<file path="config.mk">
export PLATFORM = sky130hd
export DESIGN_NAME = apb_master
export DESIGN_NICKNAME = d
export VERILOG_FILES = /design/src/rtl/apb_master.sv
export SDC_FILE = /design/constraint.sdc
export NUM_CORES = 1
export LEC_CHECK = 0
export CORE_MARGIN = 3
export CORE_UTILIZATION = 40
export CTS_CLUSTER_DIAMETER = 150
export DETAILED_ROUTE_END_ITERATION = 10
export DONT_BUFFER_PORTS = 1
export PLACE_DENSITY_LB_ADDON = 0.12
export SYNTH_ARGS = -nofsm -noshare
export SYNTH_HDL_FRONTEND = slang
export SYNTH_SLANG_ARGS = --single-unit
</file>
<file path="constraint.sdc">
create_clock -name clk -period 3.4 [get_ports clk]
set_clock_uncertainty 0.1 [all_clocks]
set_input_delay 0.68 -clock clk [delete_from_list [all_inputs] [get_ports clk]]
set_output_delay 0.68 -clock clk [all_outputs]
set_load 0.01 [all_outputs]
</file>
<file path="src/rtl/apb_master.sv">
// apb_master
// Single-outstanding APB4 requester. Accepts one command on a valid/ready
// stream, runs it as an APB SETUP/ACCESS transfer and returns one response
// on a valid/ready stream. It has a programmable wait-state timeout, so a
// stuck completer produces an error response instead of hanging the bus.
//
// Ports
//   clk, preset                  clock; synchronous active-high reset
//   cmd_valid/cmd_ready          command handshake
//   cmd_write/addr/wdata/strb    command fields (strobes forced to 0 on reads)
//   rsp_valid/rsp_ready          response handshake
//   rsp_rdata/err/timeout        response fields, held stable while pending
//   psel/penable/pwrite/paddr/pwdata/pstrb   APB request signals
//   prdata/pready/pslverr        APB completer response
//
// State | meaning
// IDLE   | cmd_ready high, waiting for a command
// SETUP  | APB setup phase (psel=1, penable=0)
// ACCESS | APB access phase, waiting for pready or timeout
// RESP   | response presented, waiting for rsp_ready
module apb_master #(
  parameter int ADDR_W  = 12,
  parameter int DATA_W  = 32,
  parameter int TIMEOUT = 256
) (
  input  logic                clk,
  input  logic                preset,
  input  logic                cmd_valid,
  output logic                cmd_ready,
  input  logic                cmd_write,
  input  logic [ADDR_W-1:0]   cmd_addr,
  input  logic [DATA_W-1:0]   cmd_wdata,
  input  logic [DATA_W/8-1:0] cmd_strb,
  output logic                rsp_valid,
  input  logic                rsp_ready,
  output logic [DATA_W-1:0]   rsp_rdata,
  output logic                rsp_err,
  output logic                rsp_timeout,
  output logic                psel,
  output logic                penable,
  output logic                pwrite,
  output logic [ADDR_W-1:0]   paddr,
  output logic [DATA_W-1:0]   pwdata,
  output logic [DATA_W/8-1:0] pstrb,
  input  logic [DATA_W-1:0]   prdata,
  input  logic                pready,
  input  logic                pslverr
);

  typedef enum logic [1:0] {IDLE, SETUP, ACCESS, RESP} state_t;

  localparam logic [16:0] TO_LIM = 17'(TIMEOUT);

  state_t      state, state_nxt;
  logic [15:0] wait_cnt;
  logic        cmd_fire;
  logic        timeout_hit;

  assign cmd_fire = cmd_valid & cmd_ready;

  // The current cycle is the (wait_cnt+1)-th consecutive pready-low cycle;
  // abort on the edge that ends the TIMEOUT-th one.
  assign timeout_hit = (TIMEOUT != 0) && !pready &&
                       (({1'b0, wait_cnt} + 17'd1) >= TO_LIM);

  always_ff @(posedge clk) begin
    if (preset) state <= IDLE;
    else        state <= state_nxt;
  end

  always_comb begin
    state_nxt = state;
    case (state)
      IDLE:    if (cmd_fire) state_nxt = SETUP;
      SETUP:   state_nxt = ACCESS;
      ACCESS:  if (pready || timeout_hit) state_nxt = RESP;
      RESP:    if (rsp_ready) state_nxt = IDLE;
      default: state_nxt = IDLE;
    endcase
  end

  always_comb begin
    cmd_ready = 1'b0;
    psel      = 1'b0;
    penable   = 1'b0;
    rsp_valid = 1'b0;
    case (state)
      IDLE:    cmd_ready = 1'b1;
      SETUP:   psel      = 1'b1;
      ACCESS:  begin
        psel    = 1'b1;
        penable = 1'b1;
      end
      RESP:    rsp_valid = 1'b1;
      default: ;
    endcase
  end

  always_ff @(posedge clk) begin
    if (preset) begin
      pwrite      <= 1'b0;
      paddr       <= '0;
      pwdata      <= '0;
      pstrb       <= '0;
      rsp_rdata   <= '0;
      rsp_err     <= 1'b0;
      rsp_timeout <= 1'b0;
      wait_cnt    <= '0;
    end else begin
      case (state)
        IDLE: begin
          if (cmd_fire) begin
            pwrite   <= cmd_write;
            paddr    <= cmd_addr;
            pwdata   <= cmd_wdata;
            pstrb    <= cmd_write ? cmd_strb : '0;
            wait_cnt <= '0;
          end
        end
        ACCESS: begin
          if (pready) begin
            rsp_rdata   <= pwrite ? '0 : prdata;
            rsp_err     <= pslverr;
            rsp_timeout <= 1'b0;
          end else if (timeout_hit) begin
            rsp_rdata   <= '0;
            rsp_err     <= 1'b1;
            rsp_timeout <= 1'b1;
          end else if (wait_cnt != 16'hFFFF) begin
            wait_cnt <= wait_cnt + 16'd1;
          end
        end
        default: ;
      endcase
    end
  end

endmodule

</file>
Placement view:
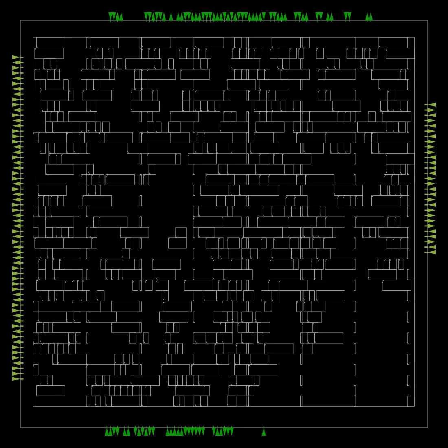
flip-flops: 101
Placeable Area: 9370 µm²
Seq/total area: 48.3%

Cells by drive strength:
Drawn at 4 px/µm.
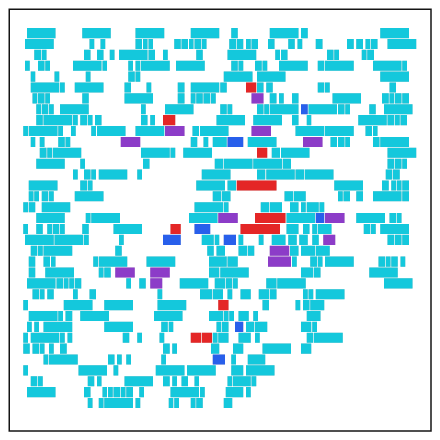
legend:
  x6 and larger:
    colour: purple
    cells: 13
    most_used: clkbuf_8
  x3 and x4:
    colour: red
    cells: 10
    most_used: buf_4
  x2:
    colour: blue
    cells: 8
  x1 and smaller:
    colour: cyan
    cells: 434
    most_used: nand2_1
post-route cell area: 4190 µm²
synth-to-layout area growth: 6.73%
slack of the critical path: 0.674 ns
buffers outside the clock class: 6

==> flow_summary.yaml <==
# flow metrics
floorplanning:
  num_tap_cells: 129
  io_pins: 174
finish:
  layout_top_cells: "nand2_1 (140), dfxtp_1 (101), a21oi_1 (49), nand3_1 (44), o21ai_0 (33)"
  layout.area.comb_um2: 1750
  lay_top_count: "nand2_1"
  nonClkBufAreaFrac_pct: 1.08
  n_clock_buffer: 9
  sh_comb_area_pct: 41.9
  seqCellArea_um2: 2020
  reg_top3: "pwdata (32), rsp_rdata (32), wait_cnt (16)"
placement:
  portBuffers: 0
  pre_cts_ws_ns: 0.706
  dp_hpwl_um: 6630
timing:
  fin_crit_ns: 2.73
  slew_viol_final: 0
  setup_viol: 0
  fmaxAchievable_ghz: 0.367
  timing_hold_violations_final: 0
pwr:
  p_sw_share_pct: 33.9
  clock_power_share_pct: 26.7
  seq_power_share_pct: 55.2
  p_leak_uw: 0.00146
  comb_power_share_pct: 18.0
  seq_power_uw: 1450
  pg_comb_uw: 475
grt:
  overflow: 0
  grt.met2_usage_pct: 28.2
  top_usage_layer: "met2"
  grt.total_usage_pct: 16.8
  antenna_found_initial: 0
hold_path:
  min_path_cells: 1
  min-delay-start: "preset"
  hold_path_class: "input port to flip-flop"
routing:
  drtIter0Drc: 193
  wl_met2_um: 4630
  via_per_inst: 5.31
  dr.pass1.iters: 5
clock_tree:
  cts_hold_buf: 0
  cts_tree: "done"
  cts_root_buf: "clkbuf_8"
  ctsResizeCount: 0
  clock_latency_ns: 0.36
  clock_sinks: 101
  cts_buffer_depth: 2
synthesis:
  ys_sh_aoi_pct: 16.2
  ys_ff: 101
  yosysWarnings: 0
  ys_area_um2: 3930
  avgSynthCellArea_um2: 8.26
  logic_family: "simple AND/OR/NAND/NOR gates"
  synth-edff-count: 0
run_status:
  outcome: "completed"
worst_setup_path:
  worstPathArrival_ns: 2.87
  startpoint: "wait_cnt[0]"
  max_stage_delay_ns: 0.49
job:
  drv_cap: 0
  warnings: 28
M1 wires:
Drawn at 6 px/µm. Supply wires on this layer in grey.
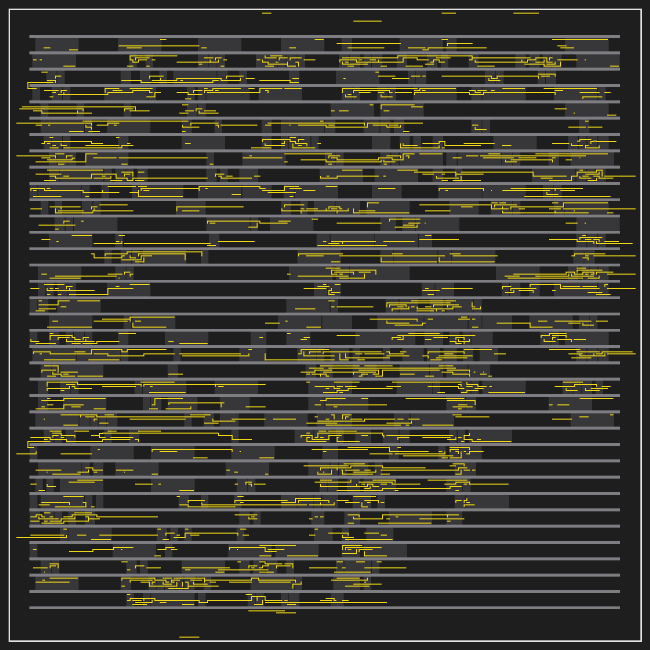
main direction: horizontal
share of all routed wire: 39%
longest straight run: 21.2 µm
nets with wire on the layer: 491
met1 Track Usage GR: 18.7%
vias: 3154
final wirelength: 9480 µm

Placement density heat map:
Drawn at 4 px/µm. The die is cut into 11 by 11 equal tiles; dark blue is low, red is high, 0 to 100% covered.
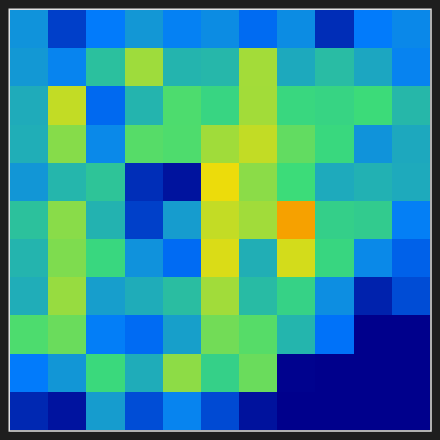
fullest tile: 82%
nearly empty tiles: 8.3%
emptiest ninth of the die: lower right
tiles over 75% full: 0.80%
mean over tiles: 37%
fp_density: 41.9%
Util after Layout: 44.7%

Power is estimated from default activity; no workload was simulated.
